===== src/rtl/bf16_pkg.sv =====
// Shared BF16 datapath constants and types for the adder's normalize/round stages.
package bf16_pkg;
    localparam int EXP_W = 8;
    localparam int MAN_W = 7;
    localparam int BIAS  = 127;
    localparam logic [EXP_W-1:0] EXP_INF = '1;

    // Field offsets inside the raw adder sum {carry, hidden, mantissa, G, R, S}
    localparam int SUM_W      = MAN_W + 5;
    localparam int SUM_CARRY  = MAN_W + 4;
    localparam int SUM_HID    = MAN_W + 3;
    localparam int SUM_MAN_LO = 3;
    localparam int SUM_G      = 2;
    localparam int SUM_R      = 1;
    localparam int SUM_S      = 0;

    typedef struct packed {
        logic             sign;
        logic [EXP_W-1:0] exp;
        logic [MAN_W-1:0] man;
    } bf16_t;
endpackage


===== src/rtl/bf16_round.sv =====
// Round-to-nearest-even, overflow/FTZ underflow resolution and BF16 packing.
module bf16_round #(
    parameter int EXP_W = 8,
    parameter int MAN_W = 7
) (
    input  logic                       sign,
    input  logic signed [EXP_W+1:0]    exp,
    input  logic [MAN_W+2:0]           man,
    input  logic                       zero,
    input  logic                       special,
    input  logic [EXP_W+MAN_W:0]       special_data,
    output logic [EXP_W+MAN_W:0]       data,
    output logic                       of,
    output logic                       uf,
    output logic                       inexact
);
    localparam int XW   = EXP_W + 2;
    localparam int DW   = 1 + EXP_W + MAN_W;
    localparam int EMAX = (1 << EXP_W) - 1;

    logic             inc;
    logic [MAN_W:0]   rsum;
    logic signed [XW-1:0] r_exp;

    always_comb begin
        inc   = man[2] & (man[1] | man[0] | man[3]);
        rsum  = {1'b0, man[MAN_W+2:3]} + (MAN_W+1)'(inc);
        // A carry out of the stored mantissa wraps it to 0 and bumps the exponent
        r_exp = exp + XW'(rsum[MAN_W]);

        data    = {sign, r_exp[EXP_W-1:0], rsum[MAN_W-1:0]};
        of      = 1'b0;
        uf      = 1'b0;
        inexact = |man[2:0];
        if (special) begin
            data    = special_data;
            inexact = 1'b0;
        end else if (zero) begin
            data    = {sign, (DW-1)'(0)};
            inexact = 1'b0;
        end else if (r_exp >= $signed(XW'(EMAX))) begin
            data    = {sign, {EXP_W{1'b1}}, {MAN_W{1'b0}}};
            of      = 1'b1;
            inexact = 1'b1;
        end else if (r_exp[XW-1] || r_exp == '0) begin
            data    = {sign, (DW-1)'(0)};
            uf      = 1'b1;
            inexact = 1'b1;
        end
    end
endmodule


===== src/rtl/lzc.sv =====
// Leading-zero counter; count is W when the input is all zeros.
module lzc #(
    parameter int W = 16
) (
    input  logic [W-1:0]             in_vec,
    output logic [$clog2(W+1)-1:0]   cnt
);
    localparam int CW = $clog2(W + 1);

    always_comb begin
        cnt = CW'(W);
        for (int i = 0; i < W; i++)
            if (in_vec[i]) cnt = CW'(W - 1 - i);
    end
endmodule


===== src/rtl/bf16_norm.sv =====
// Two-stage normalize (lzc + shift) and round/pack stage for the BF16 adder, valid/ready.
module bf16_norm
    import bf16_pkg::*;
#(
    parameter int EXP_W = 8,
    parameter int MAN_W = 7,
    parameter int LZC_W = 16
) (
    input  logic                     clk,
    input  logic                     nreset,
    input  logic                     in_valid_i,
    output logic                     in_ready_o,
    input  logic                     sign_i,
    input  logic [EXP_W-1:0]         exp_i,
    input  logic [MAN_W+4:0]         sum_i,
    input  logic                     special_i,
    input  logic [EXP_W+MAN_W:0]     special_data_i,
    input  logic                     out_ready_i,
    output logic                     out_valid_o,
    output logic [EXP_W+MAN_W:0]     out_data_o,
    output logic                     of_o,
    output logic                     uf_o,
    output logic                     inexact_o
);
    localparam int NW = MAN_W + 4;
    localparam int XW = EXP_W + 2;
    localparam int DW = 1 + EXP_W + MAN_W;
    localparam int CW = $clog2(LZC_W + 1);

    logic [2:1] vld_pipe;
    logic       s1_adv, s2_adv;

    assign s2_adv      = ~vld_pipe[2] | out_ready_i;
    assign s1_adv      = ~vld_pipe[1] | s2_adv;
    assign in_ready_o  = s1_adv;
    assign out_valid_o = vld_pipe[2];

    logic [LZC_W-1:0]     lzc_in;
    logic [CW-1:0]        lz;
    logic [NW-1:0]        n_man;
    logic signed [XW-1:0] n_exp;

    assign lzc_in = LZC_W'(sum_i[NW-1:0]) << (LZC_W - NW);

    lzc #(.W(LZC_W)) u_lzc (.in_vec(lzc_in), .cnt(lz));

    always_comb begin
        if (sum_i[NW]) begin
            n_man = {sum_i[NW:2], |sum_i[1:0]};
            n_exp = XW'(exp_i) + XW'(1);
        end else begin
            n_man = sum_i[NW-1:0] << lz;
            n_exp = XW'(exp_i) - XW'(lz);
        end
    end

    logic                 s1_sign, s1_zero, s1_special;
    logic signed [XW-1:0] s1_exp;
    logic [NW-2:0]        s1_man;
    logic [DW-1:0]        s1_sdata;
    logic [DW-1:0]        r_data;
    logic                 r_of, r_uf, r_inx;

    bf16_round #(.EXP_W(EXP_W), .MAN_W(MAN_W)) u_round (
        .sign(s1_sign), .exp(s1_exp), .man(s1_man), .zero(s1_zero),
        .special(s1_special), .special_data(s1_sdata),
        .data(r_data), .of(r_of), .uf(r_uf), .inexact(r_inx)
    );

    always_ff @(posedge clk or negedge nreset) begin
        if (!nreset) begin
            vld_pipe   <= '0;
            s1_sign    <= 1'b0;
            s1_zero    <= 1'b0;
            s1_special <= 1'b0;
            s1_exp     <= '0;
            s1_man     <= '0;
            s1_sdata   <= '0;
            out_data_o <= '0;
            of_o       <= 1'b0;
            uf_o       <= 1'b0;
            inexact_o  <= 1'b0;
        end else begin
            if (s1_adv) vld_pipe[1] <= in_valid_i;
            if (s1_adv && in_valid_i) begin
                s1_sign    <= sign_i;
                // After normalization the hidden slot is clear only for an all-zero sum
                s1_zero    <= ~n_man[NW-1];
                s1_special <= special_i;
                s1_exp     <= n_exp;
                s1_man     <= n_man[NW-2:0];
                s1_sdata   <= special_data_i;
            end
            if (s2_adv) vld_pipe[2] <= vld_pipe[1];
            if (s2_adv && vld_pipe[1]) begin
                out_data_o <= r_data;
                of_o       <= r_of;
                uf_o       <= r_uf;
                inexact_o  <= r_inx;
            end
        end
    end
endmodule


===== config.mk =====
export PLATFORM = sky130hd
export DESIGN_NAME = bf16_norm
export DESIGN_NICKNAME = d
export VERILOG_FILES = /design/src/rtl/bf16_pkg.sv /design/src/rtl/bf16_round.sv /design/src/rtl/lzc.sv /design/src/rtl/bf16_norm.sv
export SDC_FILE = /design/constraint.sdc
export NUM_CORES = 1
export LEC_CHECK = 0
export CAP_MARGIN = 10
export CORE_MARGIN = 2
export CORE_UTILIZATION = 40
export CTS_CLUSTER_DIAMETER = 100
export CTS_CLUSTER_SIZE = 30
export DETAILED_ROUTE_END_ITERATION = 10
export GPL_TIMING_DRIVEN = 0
export PLACE_DENSITY_LB_ADDON = 0.12
export SLEW_MARGIN = 20
export SYNTH_ARGS = -nofsm -noshare
export SYNTH_HDL_FRONTEND = slang
export SYNTH_SLANG_ARGS = --single-unit

===== constraint.sdc =====
create_clock -name clk -period 2.3 [get_ports clk]
set_input_delay 0.46 -clock clk [delete_from_list [all_inputs] [get_ports clk]]
set_output_delay 0.46 -clock clk [all_outputs]
set_load 0.03 [all_outputs]

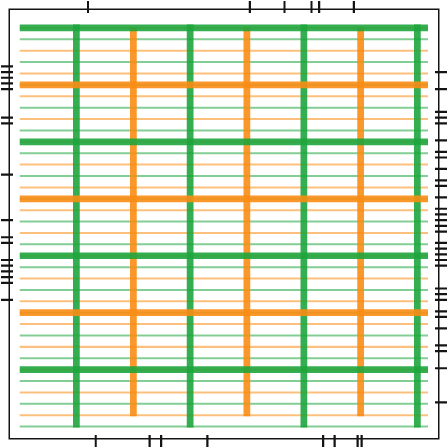
run_1/power_grid.png
Pins as bars on the die edge.
colour	net
green	VSS
orange	VDD
met1 rails	36
rows	35
signal pins	63
Peak VDD IR: 0.2613 mV
core area: 0.009284 mm²
Die Y: 102.2 µm
Die W: 102.2 µm

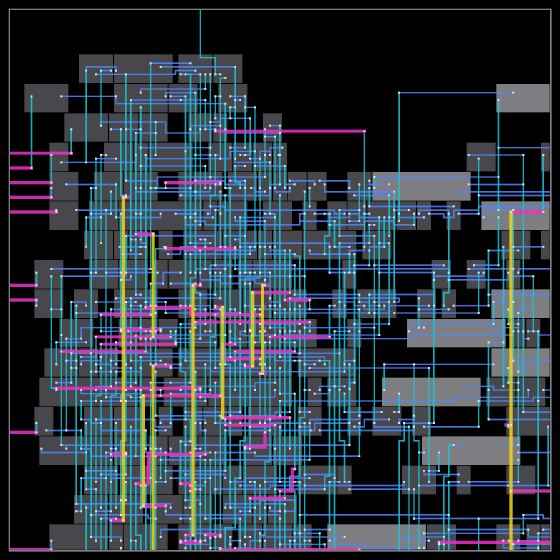
run_1/detail.png
Region (1, 52) to (51, 102) µm. Cells in grey, sequential cells in the stronger grey; small squares are vias.
colour	layer
cyan	metal 2
magenta	metal 3
blue	metal 1
yellow	metal 4
sequential cells in the window	9
most frequent	buf_4 (37), nor2_1 (21), a21oi_1 (14)
cells with their middle in the window	171
netlist names of flops here include	s1_man (9)

==> results.sh, run 1 <==
# source this file to load flow results
export IMPL_aoi_share_pct=19.27
export IMPL_xor_area_share_pct=4.541
export IMPL_edf_count=0
export IMPL_io_buffers=58
export IMPL_common_cells="nand2_1 (110), dfrtp_1 (60), nor2_1 (44), a21oi_1 (24), o21ai_0 (22)"
export IMPL_status="finished with violations"
export IMPL_r2r_start="s1_man[2]$_DFFE_PN0P_"
export IMPL_area_growth_pct=46.77
export IMPL_netSwitchingFraction_pct=35.00
export IMPL_yosys_cells=475
export IMPL_total_power_w=0.003757
export IMPL_grt_pass1_vias=3791
export IMPL_logic_area_mm2=0.002557
export IMPL_routed_via_density=5.438
export IMPL_vias=3975
export IMPL_routed_top_layer="met4"
export IMPL_use_met3_pct=3.146
export IMPL_syn_nets=527
export IMPL_worst_path_stages=13
export IMPL_synthCells=475
export IMPL_finClkSkew_ns=0.009475
export IMPL_synth_chip_area_mm2=0.003857
export IMPL_timing_reg2reg_setup_slack_ns=0.04
export IMPL_adder_share_pct=3.438
export IMPL_critPathKind="input pin to flop"
export IMPL_gr_usage_met1_pct=29.84
export IMPL_logic_gate_count=372
export IMPL_avgSynthCellArea_um2=8.121
export IMPL_setup_ws_ns=-0.1031
export IMPL_grt_pass1_wl_um=18670
export IMPL_violations="setup timing"
export IMPL_ys_types=60
export IMPL_internal_power_w=0.002442
export IMPL_htreeDepth=3
export IMPL_crit_chain="buf_6 > buf_6 > buf_4 > nor2_1 > nand2_2 > nor2_4 > inv_2 > ha_1 > o21ai_1 > a21boi_1 > o21a_1 > o311a_1 > a221o_1"
export IMPL_top_cells_by_area="dfrtp_1 (39%), nand2_1 (11%), nor2_1 (4.3%), xnor2_1 (3.2%), a21oi_1 (3.1%)"
export IMPL_area_dominant_class="logic gates"
export IMPL_cts_hold_buffers=1
export IMPL_layout_top_cell="nand2_1"
export IMPL_finalSetupViolCount=6
export IMPL_num_rows=35
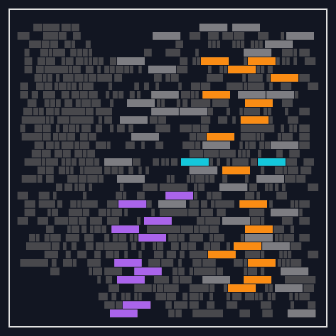
run_1/flops_by_reg.png
Other sequential cells in the stronger grey, the rest of the logic in the fainter grey.
colour	signal	flops
purple	s1_exp	10
orange	out_data_o	16
cyan	vld_pipe	2
not coloured	32
Final Core Density: 60.98%
register area: 0.001501 mm²
sequential group power: 0.00138 W
sequential share of cell area: 26.52%

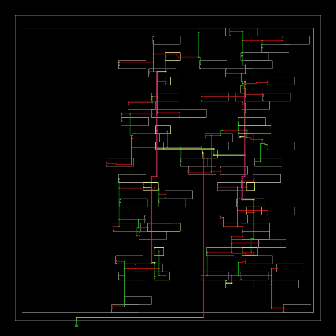
run_1/clocks.png
CTS sink count: 60
clkbuf count: 10

--- run 2 (diff from run 1) ---
--- a/config.mk
+++ b/config.mk
@@ -6,8 +6,10 @@
 export NUM_CORES = 1
 export LEC_CHECK = 0
 export CAP_MARGIN = 10
+export CELL_PAD_IN_SITES_DETAIL_PLACEMENT = 0
+export CELL_PAD_IN_SITES_GLOBAL_PLACEMENT = 1
 export CORE_MARGIN = 2
-export CORE_UTILIZATION = 40
+export CORE_UTILIZATION = 36
 export CTS_CLUSTER_DIAMETER = 100
 export CTS_CLUSTER_SIZE = 30
 export DETAILED_ROUTE_END_ITERATION = 10
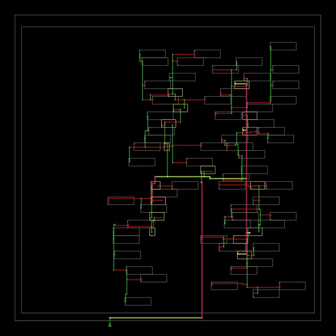
run_2/clocks.png
Final Skew: 0.01095 ns
seq_cells: 60

==> run 2 against run 1 <==
  * The run still ends with setup timing left
  * Setup slack worse by 0.033 ns
  * First-iteration DRC count shrank 12%
  * Register-to-register slack improved by 0.04 ns
  * Sequential cell count is the same
  * Clock power is about 10% lower
  * Hold slack worse by 0.0089 ns
  * Largest cell class unchanged
==> results.sh, run 2 <==
# source this file to load flow results
export IMPL_timing_reg2reg_setup_slack_ns=0.08
export IMPL_num_rows=37
export IMPL_internal_power_w=0.002362
export IMPL_syn_nets=527
export IMPL_core_area_mm2=0.01037
export IMPL_vdd_ir_drop_max_mv=0.3854
export IMPL_synthCells=475
export IMPL_ys_types=60
export IMPL_layout_top_cell="nand2_1"
export IMPL_r2r_start="s1_man[3]$_DFFE_PN0P_"
export IMPL_avgSynthCellArea_um2=8.121
export IMPL_synth_area_mux_share_pct=2.335
export IMPL_yosys_cells=475
export IMPL_cts_hold_buffers=1
export IMPL_vias=3926
export IMPL_worst_path_stages=12
export IMPL_logic_gate_count=372
export IMPL_routed_top_layer="met4"
export IMPL_aoi_share_pct=19.27
export IMPL_seq_share_pct=26.06
export IMPL_total_power_w=0.003647
export IMPL_crit_chain="buf_8 > nor3b_4 > o31a_1 > o31a_1 > clkinv_4 > ha_4 > nor2b_4 > o21ai_2 > a21boi_2 > o21a_1 > o311a_1 > a221o_1"
export IMPL_timing_slew_headroom_pct=53.62
export IMPL_violations="setup timing"
export IMPL_seq_power_w=0.00137
export IMPL_status="finished with violations"
export IMPL_setup_ws_ns=-0.1360
export IMPL_drt_iter0_drc=152
export IMPL_critPathKind="input pin to flop"
export IMPL_xor_area_share_pct=4.541
export IMPL_area_dominant_class="logic gates"
export IMPL_routed_via_density=5.327
export IMPL_area_growth_pct=49.37
export IMPL_use_met3_pct=3.087
export IMPL_netSwitchingFraction_pct=35.24
export IMPL_top_cells_by_area="dfrtp_1 (39%), nand2_1 (11%), nor2_1 (4.3%), xnor2_1 (3.2%), a21oi_1 (3.1%)"
export IMPL_finalSetupViolCount=5
export IMPL_seq_area_mm2=0.001501
export IMPL_num_clock_buffers=13
export IMPL_grt_pass1_vias=3863
export IMPL_io_buffers=58
export IMPL_edf_count=0
export IMPL_common_cells="nand2_1 (110), dfrtp_1 (60), nor2_1 (44), a21oi_1 (24), o21ai_0 (22)"
export IMPL_final_util_pct=55.56
--- run 3 (diff from run 2) ---
--- a/config.mk
+++ b/config.mk
@@ -5,7 +5,7 @@
 export SDC_FILE = /design/constraint.sdc
 export NUM_CORES = 1
 export LEC_CHECK = 0
-export CAP_MARGIN = 10
+export CAP_MARGIN = 20
 export CELL_PAD_IN_SITES_DETAIL_PLACEMENT = 0
 export CELL_PAD_IN_SITES_GLOBAL_PLACEMENT = 1
 export CORE_MARGIN = 2
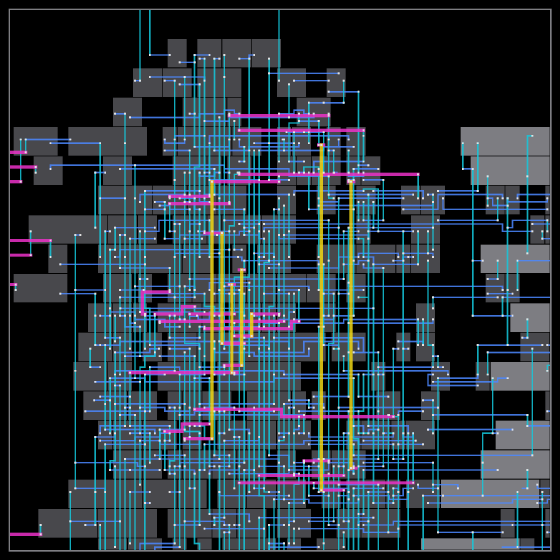
run_3/detail.png
Region (2, 56) to (52, 106) µm. Cells in grey, sequential cells in the stronger grey; small squares are vias.
colour	layer
yellow	metal 4
magenta	metal 3
cyan	metal 2
blue	metal 1
sequential cells in the window	7
cells with their middle in the window	159
netlist names of flops here include	s1_man (7)
most frequent	buf_4 (30), nor2_1 (19), a21oi_1 (14)

==> run 3 against run 2 <==
  * The flow still finishes with violations (setup timing)
  * Largest cell class unchanged
  * Critical path depth unchanged
  * Count of clock-buffer cells in the layout is the same
  * Via count stayed put
  * Die area stayed put
  * Sequential share of layout area unchanged
  * Non-clock buffer count did not move
  * Routed wire length unchanged
  * Synthesized area stayed put
  * Setup slack unchanged
  * Register-to-register slack about the same
  * Global-route usage unchanged
==> results.sh, run 3 <==
# source this file to load flow results
export IMPL_avgSynthCellArea_um2=8.121
export IMPL_vdd_ir_drop_max_mv=0.3854
export IMPL_die_w_um=107.5
export IMPL_common_cells="nand2_1 (110), dfrtp_1 (60), nor2_1 (44), a21oi_1 (24), o21ai_0 (22)"
export IMPL_core_area_mm2=0.01037
export IMPL_synth_chip_area_mm2=0.003857
export IMPL_gr_usage_met1_pct=28.23
export IMPL_seq_power_w=0.00137
export IMPL_area_growth_pct=49.37
export IMPL_r2r_start="s1_man[3]$_DFFE_PN0P_"
export IMPL_logic_area_mm2=0.002641
export IMPL_syn_nets=527
export IMPL_logic_gate_count=372
export IMPL_finalSetupViolCount=5
export IMPL_area_dominant_class="logic gates"
export IMPL_finClkSkew_ns=0.01095
export IMPL_routed_top_layer="met4"
export IMPL_yosys_cells=475
export IMPL_total_power_w=0.003647
export IMPL_layout_top_cell="nand2_1"
export IMPL_violations="setup timing"
export IMPL_edf_count=0
export IMPL_cts_sinks=60
export IMPL_seq_share_pct=26.06
export IMPL_synthCells=475
export IMPL_num_rows=37
export IMPL_die_height_um=107.5
export IMPL_ys_types=60
export IMPL_flop_count=60
export IMPL_seq_area_mm2=0.001501
export IMPL_routed_via_density=5.327
export IMPL_timing_reg2reg_setup_slack_ns=0.08
export IMPL_top_cells_by_area="dfrtp_1 (39%), nand2_1 (11%), nor2_1 (4.3%), xnor2_1 (3.2%), a21oi_1 (3.1%)"
export IMPL_synth_area_mux_share_pct=2.335
export IMPL_use_met3_pct=3.087
export IMPL_io_buffers=58
export IMPL_crit_chain="buf_8 > nor3b_4 > o31a_1 > o31a_1 > clkinv_4 > ha_4 > nor2b_4 > o21ai_2 > a21boi_2 > o21a_1 > o311a_1 > a221o_1"
export IMPL_setup_ws_ns=-0.1360
export IMPL_netSwitchingFraction_pct=35.24
export IMPL_drt_iter0_drc=152
export IMPL_aoi_share_pct=19.27
export IMPL_status="finished with violations"
export IMPL_grt_pass1_wl_um=19140
export IMPL_critPathKind="input pin to flop"
Power and IR drop assume default switching activity.
